==> config.mk <==
export PLATFORM = sky130hd
export DESIGN_NAME = vga_timing_gen_flat
export DESIGN_NICKNAME = d
export VERILOG_FILES = /design/src/rtl/vga_timing_pkg.sv /design/src/rtl/vga_timing_if.sv /design/src/rtl/vga_axis_counter.sv /design/src/rtl/vga_timing_gen.sv /design/src/flat_wrapper.sv
export SDC_FILE = /design/constraint.sdc
export NUM_CORES = 1
export LEC_CHECK = 0
export ABC_AREA = 1
export CAP_MARGIN = 20
export CORE_AREA = 3 3 109 101
export DETAILED_ROUTE_END_ITERATION = 10
export DIE_AREA = 0 0 112 104
export GPL_TIMING_DRIVEN = 0
export HOLD_SLACK_MARGIN = 0.12
export MAX_ROUTING_LAYER = met4
export PLACE_DENSITY = 0.61
export SETUP_SLACK_MARGIN = 0.3
export SLEW_MARGIN = 20
export SYNTH_ARGS = -nofsm -noshare
export SYNTH_HDL_FRONTEND = slang
export SYNTH_SLANG_ARGS = --single-unit
==> constraint.sdc <==
create_clock -name clk -period 3.4 [get_ports clk]
set_input_delay 0.51 -clock clk [delete_from_list [all_inputs] [get_ports clk]]
set_output_delay 0.51 -clock clk [all_outputs]
set_load 0.05 [all_outputs]
==> src/rtl/vga_timing_pkg.sv <==
// Shared timing constants and helper functions for the VGA timing generator.
// Holds the default 640x480@60 set, an 800x600@60 set and sync polarity names.
// Helpers derive axis totals and the first active position from porch/sync widths.
package vga_timing_pkg;

    localparam int SYNC_ACTIVE_LOW  = 0;
    localparam int SYNC_ACTIVE_HIGH = 1;

    // 640x480 @ 60 Hz, 25.175 MHz pixel clock
    localparam int DEF_H_ACTIVE = 640;
    localparam int DEF_H_FRONT  = 16;
    localparam int DEF_H_SYNC   = 96;
    localparam int DEF_H_BACK   = 48;
    localparam int DEF_V_ACTIVE = 480;
    localparam int DEF_V_FRONT  = 10;
    localparam int DEF_V_SYNC   = 2;
    localparam int DEF_V_BACK   = 33;
    localparam int DEF_CLK_DIV  = 2;
    localparam int DEF_LEAD     = 2;
    localparam int DEF_CW       = 10;

    // 800x600 @ 60 Hz, 40 MHz pixel clock (positive syncs)
    localparam int SVGA_H_ACTIVE = 800;
    localparam int SVGA_H_FRONT  = 40;
    localparam int SVGA_H_SYNC   = 128;
    localparam int SVGA_H_BACK   = 88;
    localparam int SVGA_V_ACTIVE = 600;
    localparam int SVGA_V_FRONT  = 1;
    localparam int SVGA_V_SYNC   = 4;
    localparam int SVGA_V_BACK   = 23;

    function automatic int axis_total(int sync, int back, int active, int front);
        return sync + back + active + front;
    endfunction

    function automatic int h_total(int sync, int back, int active, int front);
        return axis_total(sync, back, active, front);
    endfunction

    function automatic int v_total(int sync, int back, int active, int front);
        return axis_total(sync, back, active, front);
    endfunction

    // Regions run sync, back porch, active, front porch, so active starts here.
    function automatic int active_start(int sync, int back);
        return sync + back;
    endfunction

endpackage

==> src/rtl/vga_timing_if.sv <==
// Bundle of timing outputs produced by vga_timing_gen.
// master: the generator drives everything; slave: DAC / sprite pipeline reads it.
// Pure output bus, no backpressure.
interface vga_timing_if #(parameter int CW = vga_timing_pkg::DEF_CW);
    logic          pix_en;
    logic [CW-1:0] hcount_out;
    logic [CW-1:0] vcount_out;
    logic          hsync;
    logic          vsync;
    logic          display_en;
    logic          vga_blank_n;
    logic [CW-1:0] xcoord;
    logic [CW-1:0] ycoord;
    logic          fetch_en;
    logic [CW-1:0] fetch_x;
    logic [CW-1:0] fetch_y;
    logic          line_start;
    logic          frame_start;

    modport master (
        output pix_en, hcount_out, vcount_out, hsync, vsync, display_en,
               vga_blank_n, xcoord, ycoord, fetch_en, fetch_x, fetch_y,
               line_start, frame_start
    );

    modport slave (
        input  pix_en, hcount_out, vcount_out, hsync, vsync, display_en,
               vga_blank_n, xcoord, ycoord, fetch_en, fetch_x, fetch_y,
               line_start, frame_start
    );
endinterface

==> src/rtl/vga_axis_counter.sv <==
// One timing axis: wrapping position counter plus region decodes of its next value.
// Ports: clk/reset, en (advance); count (registered), wrap (comb, this edge wraps),
// in_sync/in_active/coord and in_fetch/fetch_coord (comb, for the post-edge position).
module vga_axis_counter
    import vga_timing_pkg::*;
#(
    parameter int SYNC   = DEF_H_SYNC,
    parameter int BACK   = DEF_H_BACK,
    parameter int ACTIVE = DEF_H_ACTIVE,
    parameter int FRONT  = DEF_H_FRONT,
    parameter int LEAD   = 0,
    parameter int CW     = DEF_CW
) (
    input  logic          clk,
    input  logic          reset,
    input  logic          en,
    output logic [CW-1:0] count,
    output logic          wrap,
    output logic          in_sync,
    output logic          in_active,
    output logic [CW-1:0] coord,
    output logic          in_fetch,
    output logic [CW-1:0] fetch_coord
);
    localparam int TOTAL = axis_total(SYNC, BACK, ACTIVE, FRONT);
    localparam int START = active_start(SYNC, BACK);

    localparam logic [CW-1:0] LAST     = CW'(TOTAL - 1);
    localparam logic [CW-1:0] SYNC_END = CW'(SYNC);
    // Range limits kept one bit wider so the look-ahead sum cannot alias.
    localparam logic [CW:0]   ACT_LO   = (CW+1)'(START);
    localparam logic [CW:0]   ACT_HI   = (CW+1)'(START + ACTIVE);
    localparam logic [CW:0]   LOOK     = (CW+1)'(LEAD);

    logic [CW-1:0] count_next;
    logic [CW:0]   pos_ext;
    logic [CW:0]   look_pos;
    logic [CW:0]   act_off;
    logic [CW:0]   look_off;

    always_comb begin
        wrap       = en && (count == LAST);
        count_next = count;
        if (wrap) begin
            count_next = '0;
        end else if (en) begin
            count_next = count + 1'b1;
        end

        // Decodes describe the position the counter holds after this edge,
        // so registered outputs line up with the registered count.
        pos_ext   = {1'b0, count_next};
        look_pos  = pos_ext + LOOK;
        act_off   = pos_ext - ACT_LO;
        look_off  = look_pos - ACT_LO;

        in_sync   = (count_next < SYNC_END);
        in_active = (pos_ext >= ACT_LO) && (pos_ext < ACT_HI);
        coord     = in_active ? act_off[CW-1:0] : '0;
        // Look-ahead never wraps into the next line: positions past the end
        // simply fall outside the active window.
        in_fetch    = (look_pos >= ACT_LO) && (look_pos < ACT_HI);
        fetch_coord = in_fetch ? look_off[CW-1:0] : '0;
    end

    always_ff @(posedge clk) begin
        if (reset) begin
            count <= LAST;
        end else begin
            count <= count_next;
        end
    end

endmodule

==> src/rtl/vga_timing_gen.sv <==
// Parametrised VGA sync/blank/coordinate generator with pixel-enable divider,
// line/frame strobes and a LEAD-pixel look-ahead fetch port (all outputs registered).
// Ports: clk, reset (sync, active-high), vid (vga_timing_if master) carrying all outputs.
module vga_timing_gen
    import vga_timing_pkg::*;
#(
    parameter int H_ACTIVE  = DEF_H_ACTIVE,
    parameter int H_FRONT   = DEF_H_FRONT,
    parameter int H_SYNC    = DEF_H_SYNC,
    parameter int H_BACK    = DEF_H_BACK,
    parameter int V_ACTIVE  = DEF_V_ACTIVE,
    parameter int V_FRONT   = DEF_V_FRONT,
    parameter int V_SYNC    = DEF_V_SYNC,
    parameter int V_BACK    = DEF_V_BACK,
    parameter int HSYNC_POL = SYNC_ACTIVE_LOW,
    parameter int VSYNC_POL = SYNC_ACTIVE_LOW,
    parameter int CLK_DIV   = DEF_CLK_DIV,
    parameter int LEAD      = DEF_LEAD,
    parameter int CW        = DEF_CW
) (
    input  logic          clk,
    input  logic          reset,
    vga_timing_if.master  vid
);
    localparam int H_TOTAL = h_total(H_SYNC, H_BACK, H_ACTIVE, H_FRONT);
    localparam int V_TOTAL = v_total(V_SYNC, V_BACK, V_ACTIVE, V_FRONT);

    localparam logic       HS_ON    = (HSYNC_POL != 0);
    localparam logic       VS_ON    = (VSYNC_POL != 0);
    localparam logic [3:0] DIV_LAST = 4'(CLK_DIV - 1);

    if ((64'd1 << CW) < 64'(H_TOTAL) || (64'd1 << CW) < 64'(V_TOTAL)) begin : g_err_cw
        $error("vga_timing_gen: CW too narrow for H_TOTAL/V_TOTAL");
    end
    if (LEAD < 0 || LEAD >= H_SYNC + H_BACK) begin : g_err_lead
        $error("vga_timing_gen: LEAD must be below H_SYNC+H_BACK");
    end
    if (CLK_DIV < 1 || CLK_DIV > 16) begin : g_err_div
        $error("vga_timing_gen: CLK_DIV must be 1..16");
    end

    logic [3:0]    div;
    logic [3:0]    div_next;
    logic          tick;

    logic [CW-1:0] h_count, v_count;
    logic          h_wrap, v_wrap;
    logic          h_sync, v_sync;
    logic          h_act, v_act;
    logic [CW-1:0] h_coord, v_coord;
    logic          h_fetch, v_fetch;
    logic [CW-1:0] h_fetch_coord, v_fetch_coord;

    // tick marks the clk whose edge advances the pixel position; pix_en is its
    // registered twin, held low for the first cycle out of reset.
    always_comb begin
        tick     = (div == DIV_LAST);
        div_next = tick ? 4'd0 : div + 4'd1;
    end

    vga_axis_counter #(
        .SYNC(H_SYNC), .BACK(H_BACK), .ACTIVE(H_ACTIVE), .FRONT(H_FRONT),
        .LEAD(LEAD), .CW(CW)
    ) u_h (
        .clk(clk), .reset(reset), .en(tick),
        .count(h_count), .wrap(h_wrap), .in_sync(h_sync),
        .in_active(h_act), .coord(h_coord),
        .in_fetch(h_fetch), .fetch_coord(h_fetch_coord)
    );

    // Vertical axis advances once per horizontal wrap; look-ahead is
    // horizontal only, so its fetch decode equals its active decode.
    vga_axis_counter #(
        .SYNC(V_SYNC), .BACK(V_BACK), .ACTIVE(V_ACTIVE), .FRONT(V_FRONT),
        .LEAD(0), .CW(CW)
    ) u_v (
        .clk(clk), .reset(reset), .en(h_wrap),
        .count(v_count), .wrap(v_wrap), .in_sync(v_sync),
        .in_active(v_act), .coord(v_coord),
        .in_fetch(v_fetch), .fetch_coord(v_fetch_coord)
    );

    assign vid.hcount_out = h_count;
    assign vid.vcount_out = v_count;

    always_ff @(posedge clk) begin
        if (reset) begin
            div             <= 4'd0;
            vid.pix_en      <= 1'b0;
            vid.hsync       <= ~HS_ON;
            vid.vsync       <= ~VS_ON;
            vid.display_en  <= 1'b0;
            vid.vga_blank_n <= 1'b0;
            vid.xcoord      <= '0;
            vid.ycoord      <= '0;
            vid.fetch_en    <= 1'b0;
            vid.fetch_x     <= '0;
            vid.fetch_y     <= '0;
            vid.line_start  <= 1'b0;
            vid.frame_start <= 1'b0;
        end else begin
            div             <= div_next;
            vid.pix_en      <= (div_next == DIV_LAST);
            vid.hsync       <= h_sync ? HS_ON : ~HS_ON;
            vid.vsync       <= v_sync ? VS_ON : ~VS_ON;
            vid.display_en  <= h_act & v_act;
            vid.vga_blank_n <= h_act & v_act;
            vid.xcoord      <= (h_act & v_act) ? h_coord : '0;
            vid.ycoord      <= (h_act & v_act) ? v_coord : '0;
            vid.fetch_en    <= h_fetch & v_fetch;
            vid.fetch_x     <= (h_fetch & v_fetch) ? h_fetch_coord : '0;
            vid.fetch_y     <= (h_fetch & v_fetch) ? v_fetch_coord : '0;
            // Wraps are single-clk events even when CLK_DIV > 1.
            vid.line_start  <= h_wrap;
            vid.frame_start <= h_wrap & v_wrap;
        end
    end

endmodule
==> src/flat_wrapper.sv <==
// flat-port wrapper written by rule: the top's interface ports become plain ports
module vga_timing_gen_flat import vga_timing_pkg::*;
#(
    parameter int H_ACTIVE  = DEF_H_ACTIVE,
    parameter int H_FRONT   = DEF_H_FRONT,
    parameter int H_SYNC    = DEF_H_SYNC,
    parameter int H_BACK    = DEF_H_BACK,
    parameter int V_ACTIVE  = DEF_V_ACTIVE,
    parameter int V_FRONT   = DEF_V_FRONT,
    parameter int V_SYNC    = DEF_V_SYNC,
    parameter int V_BACK    = DEF_V_BACK,
    parameter int HSYNC_POL = SYNC_ACTIVE_LOW,
    parameter int VSYNC_POL = SYNC_ACTIVE_LOW,
    parameter int CLK_DIV   = DEF_CLK_DIV,
    parameter int LEAD      = DEF_LEAD,
    parameter int CW        = DEF_CW
)
  (clk, reset, vid_pix_en, vid_hcount_out, vid_vcount_out, vid_hsync, vid_vsync, vid_display_en, vid_vga_blank_n, vid_xcoord, vid_ycoord, vid_fetch_en, vid_fetch_x, vid_fetch_y, vid_line_start, vid_frame_start);
  vga_timing_if #(.CW(CW)) vid_i ();
  input  logic clk;
  input  logic reset;
  output wire logic [$bits(vid_i.pix_en)-1:0] vid_pix_en;
  output wire logic [$bits(vid_i.hcount_out)-1:0] vid_hcount_out;
  output wire logic [$bits(vid_i.vcount_out)-1:0] vid_vcount_out;
  output wire logic [$bits(vid_i.hsync)-1:0] vid_hsync;
  output wire logic [$bits(vid_i.vsync)-1:0] vid_vsync;
  output wire logic [$bits(vid_i.display_en)-1:0] vid_display_en;
  output wire logic [$bits(vid_i.vga_blank_n)-1:0] vid_vga_blank_n;
  output wire logic [$bits(vid_i.xcoord)-1:0] vid_xcoord;
  output wire logic [$bits(vid_i.ycoord)-1:0] vid_ycoord;
  output wire logic [$bits(vid_i.fetch_en)-1:0] vid_fetch_en;
  output wire logic [$bits(vid_i.fetch_x)-1:0] vid_fetch_x;
  output wire logic [$bits(vid_i.fetch_y)-1:0] vid_fetch_y;
  output wire logic [$bits(vid_i.line_start)-1:0] vid_line_start;
  output wire logic [$bits(vid_i.frame_start)-1:0] vid_frame_start;
  assign vid_pix_en = vid_i.pix_en;
  assign vid_hcount_out = vid_i.hcount_out;
  assign vid_vcount_out = vid_i.vcount_out;
  assign vid_hsync = vid_i.hsync;
  assign vid_vsync = vid_i.vsync;
  assign vid_display_en = vid_i.display_en;
  assign vid_vga_blank_n = vid_i.vga_blank_n;
  assign vid_xcoord = vid_i.xcoord;
  assign vid_ycoord = vid_i.ycoord;
  assign vid_fetch_en = vid_i.fetch_en;
  assign vid_fetch_x = vid_i.fetch_x;
  assign vid_fetch_y = vid_i.fetch_y;
  assign vid_line_start = vid_i.line_start;
  assign vid_frame_start = vid_i.frame_start;
  vga_timing_gen #(.H_ACTIVE(H_ACTIVE), .H_FRONT(H_FRONT), .H_SYNC(H_SYNC), .H_BACK(H_BACK), .V_ACTIVE(V_ACTIVE), .V_FRONT(V_FRONT), .V_SYNC(V_SYNC), .V_BACK(V_BACK), .HSYNC_POL(HSYNC_POL), .VSYNC_POL(VSYNC_POL), .CLK_DIV(CLK_DIV), .LEAD(LEAD), .CW(CW)) u_core (.clk(clk), .reset(reset), .vid(vid_i));
endmodule
run_1/wires.png
Scale: 3 px per um.
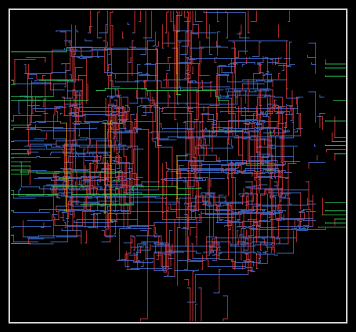
Green shows metal 3, wire length 492 um. Orange shows metal 4, wire length 160 um. Red shows metal 2, wire length 4200 um. Blue shows metal 1, wire length 3950 um.
vias: 3252
overall routed net length: 8810 um
WL per Instance: 12.7 um

run_1/congestion.png
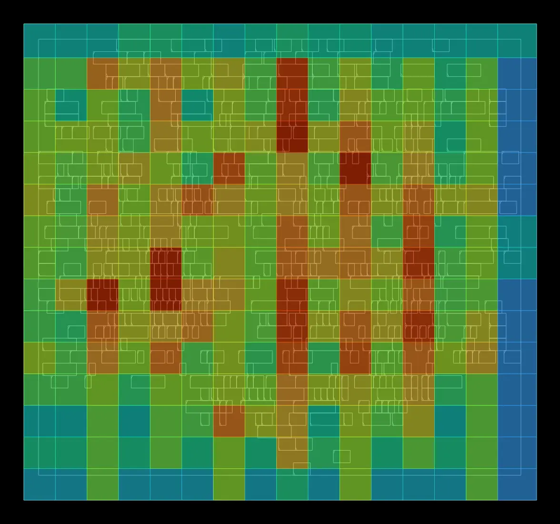
gr usage total: 16.4%
grt peak-use layer: met2

==> results_slide.txt, run 1 <==
Synthesis and Place & Route Summary

Critical path
  • CP dominant cell by count: nand3_2
  • CP max-delay cell: dfxtp_1
  • Crit path capture type: flop
  • Crit path DAT: 3.05 ns
  • WP depth: 18
  • Worst-path maximum fanout: 10
  • Crit path from: u_core.u_h.count[0]
  • Critical Path RT: 3.64 ns
  • R2r setup slk: 0.59 ns
  • Crit-path leading delay family: simple AND/OR/NAND/NOR gates
  • R2R Path End: u_core.vid.ycoord[0]

Detailed routing
  • Met1 wire length: 3950 um
  • Initial DRC count: 108
  • Vias per cell: 4.67
  • Final antenna-violating net count: 0
  • DR top layer: met4
  • WL met2: 4200 um
  • # DRC: 0
  • Met3 WL post-DR: 491 um

Power
  • Peak VDD IR: 0.257 mV
  • Clk power: 0.000668 W
  • Combinational group share of total power: 40.0%
  • Top Consumer: combinational cells
  • Comb pwr: 0.00108 W
  • Pwr/cell area: 571 mW/mm2
  • Leak pwr: 2.11 nW
  • Seq. pwr: 0.000954 W
  • Sequential group share of total power: 35.3%
  • Total Power: 0.00270 W
  • Sw frac: 43.0%

Yosys
  • Post-synth top area cell: dfxtp_1
  • Mapped cell area: 0.00367 mm2
  • Syn_area_per_cell: 7.60 um2
  • Yosys cell types: 40
  • Syn_nets: 495
  • Top post-synthesis cells by area: dfxtp_1 (39%), nand2_1 (13%), nor2_1 (5.5%)
  • Top cells by count, synth: nand2_1 (126), dfxtp_1 (71), nor2_1 (54)
  • Async SR Flop Fraction: 0%
  • Seq/Total Area, Yosys: 38.7%
  • Most numerous cell in the Yosys netlist: nand2_1
  • Yosys cell count: 483

Final layout
  • Top cell category: multi-input combinational cells
  • Number of non-clock buffers: 80
  • Fill cells: 1022
  • Area growth from synthesis to layout: 28.9%
  • Nonclk inv count: 58
  • Layout Nets: 574
  • Sequential cells: 71
  • Most instantiated logic cells after routing: nand2_1 (126), clkdlybuf4s50_1 (68), dfxtp_1 (67), nor2_1 (54), inv_1 (47)
  • Clock buffer cells: 9
  • Combinational gate area: 0.00194 mm2
  • Final core utilization: 47.1%
  • Comb_multi_in: 342
  • Clock buffers and inverters, area share: 4.13%
  • Buffer share of cell area: 16.5%

Global routing
  • Largest net degree at the start of global routing: 17
  • Met3 Resource Use GR: 4.48%
  • Grt met2 use: 27.0%

Place
  • Dpl ws: 0.349 ns
  • Area after DPL: 0.00451 mm2
  • DP HPWL: 6840 um
  • GP Congestion: 0.886
  • Cell count after placement: 680

Min path
  • Hold endpoint: u_core.div[3]
  • Worst hold path depth: 1
  • Hold Startpoint: u_core.div[3]

Clock tree
  • Clock slew at reported path FFs: 0.09 ns
  • Setup bufs post-CTS: 0
  • CTS Hold Bufs: 0
  • Clock buffer depth: 2
  • Clock Root Buffer: clkbuf_8
  • CTS buffer count: 9

STA
  • Slew of the pin with the lowest slew margin: 0.603 ns
  • Fmax: 356 MHz
  • Clock skew: 0.0134 ns
  • Slew Limit Fails: 0
  • Setup WS post-layout: 0.593 ns
  • Final setup TNS: 0 ns
  • Worst hold margin: 0.487 ns
  • Unrepaired setup endpoints after global routing: yes
  • Setup-failing EPs final: 0
  • Hold Fails Final Rpt: 0

Die
  • Die Footprint: 0.0116 mm2
  • Core Region: 0.0100 mm2
  • # Taps: 129
  • Die X: 112 um
  • Row count: 35

Flow run
  • Count of tool warnings: 31
  • Maximum capacitance violations: 0

Run status
  • Outcome: finished, final reports clean
run_1/detail.png
Region (74, 16) to (94, 36) um. Cells in grey, sequential cells in the stronger grey; small squares are vias.
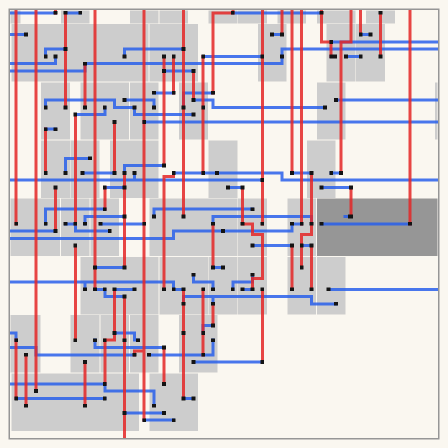
Blue shows metal 1. Red shows metal 2.
Sequential cells in the window: 1. Most frequent: nand2_1 (12), inv_1 (7), nor2_2 (4). 35 logic cells have their middle in the window. Netlist names of flops here include u_core.u_h.count (1).

run_1/clk_routes.png
Scale: 2 px per um.
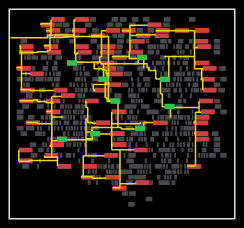

==> inputs of run 2 (changes only) <==
==> constraint.sdc (replaced) <==
create_clock -name clk -period 2.8 [get_ports clk]
set_input_delay 0.42 -clock clk [delete_from_list [all_inputs] [get_ports clk]]
set_output_delay 0.42 -clock clk [all_outputs]
set_load 0.05 [all_outputs]
run_2/clk_routes.png
Scale: 2 px per um.
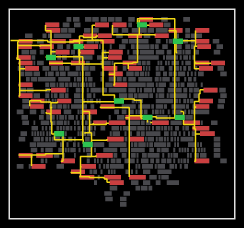
Green shows clock drivers, count 9. Red shows flip-flops, count 71. Yellow shows clock wires, length 920 um.
Position of the flops: all over the die. There are 10 routed clock nets.
Clk power: 0.000819 W
Late-Pin Clk Latency: 0.36 ns
clock skew: 0.00740 ns
Clk pwr share: 21.1%

==> run 2 against run 1 <==
- first-iteration DRC count grew 26%
- largest cell class unchanged
- critical path depth grew 2
- critical endpoint is now u_core.vid.fetch_y[3]
- wire length grew 22%
- critical path type unchanged
==> results_slide.txt, run 2 <==
Synthesis and Place & Route Summary

STA
  • Unrepaired setup endpoints after global routing: yes
  • Setup WS post-layout: 0.265 ns
  • Slew Limit Fails: 0
  • Hold Fails Final Rpt: 0

Final layout
  • Clock buffer cells: 10
  • Buffer share of cell area: 25.2%
  • Top cell category: multi-input combinational cells
  • Nonclk inv count: 58
  • Fill cells: 853
  • Clock buffers and inverters, area share: 3.28%
  • Final core utilization: 59.7%
  • Sequential cells: 71
  • Layout Nets: 645
  • Area growth from synthesis to layout: 63.1%
  • Comb_multi_in: 342

Flow run
  • Maximum capacitance violations: 0
  • Count of tool warnings: 31

Critical path
  • Crit path capture type: flop
  • R2R Path End: u_core.vid.fetch_y[3]
  • Crit path from: u_core.div[1]
  • Crit-path leading delay family: simple AND/OR/NAND/NOR gates
  • CP max-delay cell: dfxtp_4
  • R2r setup slk: 0.27 ns
  • WP depth: 20
  • Worst-path maximum fanout: 5
  • Crit path DAT: 2.78 ns

Min path
  • Hold endpoint: u_core.div[3]
  • Hold Startpoint: u_core.div[3]
  • Worst hold path depth: 1

Detailed routing
  • Initial DRC count: 136
  • Vias per cell: 4.81
  • # DRC: 0
  • Met3 WL post-DR: 646 um
  • WL met2: 5350 um
  • Final antenna-violating net count: 0

Power
  • Seq. pwr: 0.00116 W
  • Comb pwr: 0.00190 W
  • Leak pwr: 2.57 nW
  • Pwr/cell area: 648 mW/mm2
  • Peak VDD IR: 0.401 mV
  • Total Power: 0.00388 W
  • Sequential group share of total power: 30.0%

Clock tree
  • Clock buffer depth: 2
  • Clock Root Buffer: clkbuf_8
  • Clock slew at reported path FFs: 0.08 ns
  • CTS buffer count: 9
  • CTS Hold Bufs: 0
  • Setup bufs post-CTS: 36

Die
  • Core Region: 0.0100 mm2
  • Row count: 35
  • Die X: 112 um

Run status
  • Outcome: finished, final reports clean

Global routing
  • Grt peak-use layer: met2
  • Largest net degree at the start of global routing: 14
  • Grt met2 use: 30.0%

Place
  • Dpl ws: -0.0429 ns
  • GP Congestion: 0.929
  • Cell count after placement: 680
  • Area after DPL: 0.00456 mm2

Yosys
  • Mapped cell area: 0.00367 mm2
  • Post-synth top area cell: dfxtp_1
  • Yosys cell count: 483
  • Most numerous cell in the Yosys netlist: nand2_1
  • Async SR Flop Fraction: 0%
  • Top post-synthesis cells by area: dfxtp_1 (39%), nand2_1 (13%), nor2_1 (5.5%)
  • Yosys cell types: 40
run_2/layer_met4.png
Scale: 3 px per um. Cells faint in the background.
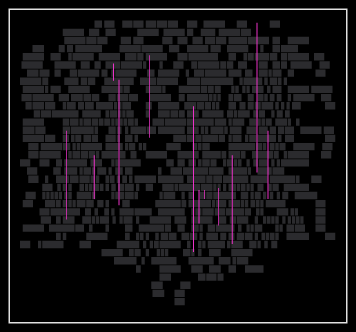
The longest straight run is 49.6 um. The wires run mostly vertical. The layer holds 2.7% of the routed length. The layer carries 293 um of wire. 10 nets have wire on it.
overall routed net length: 10700 um
vias: 3690

Power figures rest on the tool's default switching activity, not on a simulated workload.
